**src/rtl/preload_sequencer.sv**
```systemverilog
// Pre-load unit sequencer: memory fill from a valid/ready stream, then timed preload and cal phases.
// Optional `PRELOAD_SEQ_PERF_EN adds a saturating stall_cnt output (LOAD cycles without in_valid).
module preload_sequencer #(
    parameter int MEM_DEPTH      = 64,
    parameter int ADDR_W         = 6,
    parameter int W_W            = 8,
    parameter int A_W            = 7,
    parameter int PRELOAD_CYCLES = 3,
    parameter int CAL_CYCLES     = 11
) (
    input  logic              clk,
    input  logic              rst,
    input  logic              start,
    input  logic              in_valid,
    output logic              in_ready,
    input  logic [W_W-1:0]    in_weight,
    input  logic [A_W-1:0]    in_act,
    output logic              mem_we,
    output logic [ADDR_W-1:0] mem_addr,
    output logic [W_W-1:0]    mem_weight,
    output logic [A_W-1:0]    mem_act,
    output logic              load_mem_done,
    output logic              preload_cweight,
    output logic              cal,
    output logic              busy,
    output logic              done
`ifdef PRELOAD_SEQ_PERF_EN
    ,
    output logic [15:0]       stall_cnt
`endif
);

    typedef enum logic [2:0] {
        IDLE, LOAD, FLUSH, SETTLE, PRELOAD, CAL, FINISH
    } state_t;

    localparam logic [ADDR_W-1:0] LAST_ADDR = ADDR_W'(MEM_DEPTH - 1);

    state_t            state, state_n;
    logic [ADDR_W-1:0] elem_cnt;
    logic [7:0]        phase_cnt;
    logic              hs;

    assign hs = in_valid & in_ready;

    always_ff @(posedge clk or posedge rst) begin
        if (rst) state <= IDLE;
        else     state <= state_n;
    end

    always_comb begin
        state_n         = state;
        in_ready        = 1'b0;
        load_mem_done   = 1'b0;
        preload_cweight = 1'b0;
        cal             = 1'b0;
        done            = 1'b0;
        busy            = (state != IDLE);
        case (state)
            IDLE:    if (start) state_n = LOAD;
            LOAD: begin
                in_ready = 1'b1;
                if (hs && elem_cnt == LAST_ADDR) state_n = FLUSH;
            end
            FLUSH:   state_n = SETTLE;
            SETTLE: begin
                load_mem_done = 1'b1;
                state_n       = PRELOAD;
            end
            PRELOAD: begin
                load_mem_done   = 1'b1;
                preload_cweight = 1'b1;
                if (phase_cnt == 8'd0) state_n = CAL;
            end
            CAL: begin
                load_mem_done = 1'b1;
                cal           = 1'b1;
                if (phase_cnt == 8'd0) state_n = FINISH;
            end
            FINISH: begin
                load_mem_done = 1'b1;
                done          = 1'b1;
                state_n       = IDLE;
            end
            default: state_n = IDLE;
        endcase
    end

    // Phase counter holds remaining cycles minus one; reloaded on every state entry.
    always_ff @(posedge clk or posedge rst) begin
        if (rst) begin
            phase_cnt <= 8'd0;
        end else if (state_n != state) begin
            case (state_n)
                PRELOAD: phase_cnt <= 8'(PRELOAD_CYCLES - 1);
                CAL:     phase_cnt <= 8'(CAL_CYCLES - 1);
                default: phase_cnt <= 8'd0;
            endcase
        end else if (phase_cnt != 8'd0) begin
            phase_cnt <= phase_cnt - 8'd1;
        end
    end

    // Write port is one cycle behind the handshake; address/data hold between writes.
    always_ff @(posedge clk or posedge rst) begin
        if (rst) begin
            elem_cnt   <= '0;
            mem_we     <= 1'b0;
            mem_addr   <= '0;
            mem_weight <= '0;
            mem_act    <= '0;
        end else begin
            mem_we <= hs;
            if (state == IDLE && start) elem_cnt <= '0;
            if (hs) begin
                mem_addr   <= elem_cnt;
                mem_weight <= in_weight;
                mem_act    <= in_act;
                elem_cnt   <= elem_cnt + 1'b1;
            end
        end
    end

`ifdef PRELOAD_SEQ_PERF_EN
    always_ff @(posedge clk or posedge rst) begin
        if (rst) begin
            stall_cnt <= 16'd0;
        end else if (state == IDLE && start) begin
            stall_cnt <= 16'd0;
        end else if (state == LOAD && !in_valid && stall_cnt != 16'hFFFF) begin
            stall_cnt <= stall_cnt + 16'd1;
        end
    end
`endif

endmodule

```
**config.mk**
```make
export PLATFORM = sky130hd
export DESIGN_NAME = preload_sequencer
export DESIGN_NICKNAME = d
export VERILOG_FILES = /design/src/rtl/preload_sequencer.sv
export SDC_FILE = /design/constraint.sdc
export NUM_CORES = 1
export LEC_CHECK = 0
export CAP_MARGIN = 20
export CORE_MARGIN = 3
export CORE_UTILIZATION = 35
export DETAILED_ROUTE_END_ITERATION = 16
export DONT_BUFFER_PORTS = 1
export SYNTH_ARGS = -nofsm -noshare
export SYNTH_HDL_FRONTEND = slang
export SYNTH_SLANG_ARGS = --single-unit
```
**constraint.sdc**
```tcl
create_clock -name clk -period 3.4 [get_ports clk]
set_input_delay 0.85 -clock clk [delete_from_list [all_inputs] [get_ports clk]]
set_output_delay 0.85 -clock clk [all_outputs]
set_load 0.01 [all_outputs]
```
==> metrics.log <==
[flow] final metrics
INFO  metric grt_setup_unrepaired = false
INFO  metric port_buffers = 0
INFO  metric cp_slowest_cell = dfrtp_1
INFO  metric grt_pass1_wl = 5610 um
INFO  metric postPlaceCellArea = 0.00185 mm^2
INFO  metric synthFlopType = dfrtp_1
INFO  metric grt-ovfl-total = 0
INFO  metric critical_path.reg2reg.startpoint = phase_cnt[0]
INFO  metric numCtsBuffers = 5
INFO  metric switching_power = between 0.0003 and 0.0004 W
INFO  metric n_antenna_cell = 0
INFO  metric seqAreaFraction = 0.496
INFO  metric layout_top_cell_excl_fill_tap = dfrtp_1
INFO  metric setup-violations-final = 0
INFO  metric report.final.hold_viol_count = 0
INFO  metric grt_usage = 0.119
INFO  metric placed_cells = 215
INFO  metric p_comb = ~0.00018 W
INFO  metric placeableCoreArea = 0.00485 mm^2
INFO  metric power_top_consumer = sequential cells
INFO  metric flip_flop_and_latch_count_after_synthesis = 39
INFO  metric status = finished, final reports clean
INFO  metric first_pass_iters = 3
INFO  metric tritoncts_num_sinks = 39
INFO  metric placement_rows = 25
INFO  metric chipHeight = 77.6 um
INFO  metric dominant_cells = flip-flops and latches
INFO  metric regArea = 976 um^2
INFO  metric drt-total-wl = 3330 um
INFO  metric synth_xor_xnor_area_share = 0.0146
INFO  metric timing.critical_path.slowest_cell_delay = around 0.57 ns
INFO  metric timing.critical_path.to = load_mem_done
INFO  metric synth.logic.top_family = simple AND/OR/NAND/NOR gates
INFO  metric switching_share = 0.286
Fig. 1: signal wires on met2
Cells faint in the background.
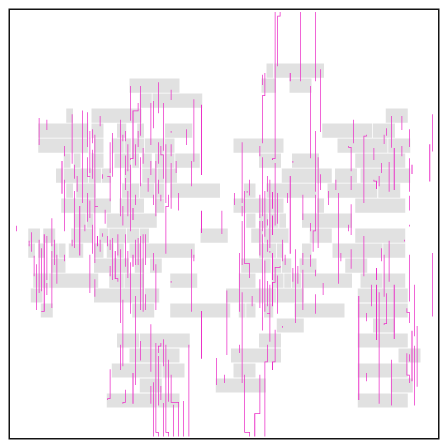
The layer holds 47% of the routed length. The wires run mostly vertical.

Fig. 2: track usage over the die
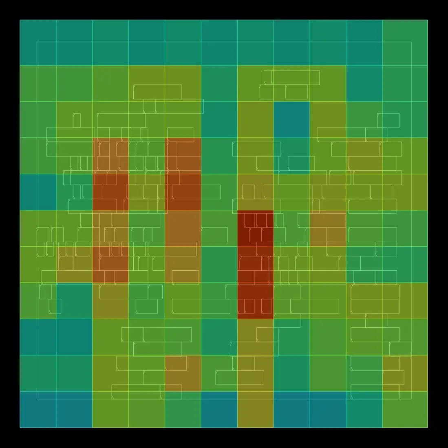
Routed WL per cell: 14.9 um
GRT met2 Usage: 0.195
final core occ: 0.405
global routing met1 resource utilization: 0.129
global-route layer with the greatest usage: met2

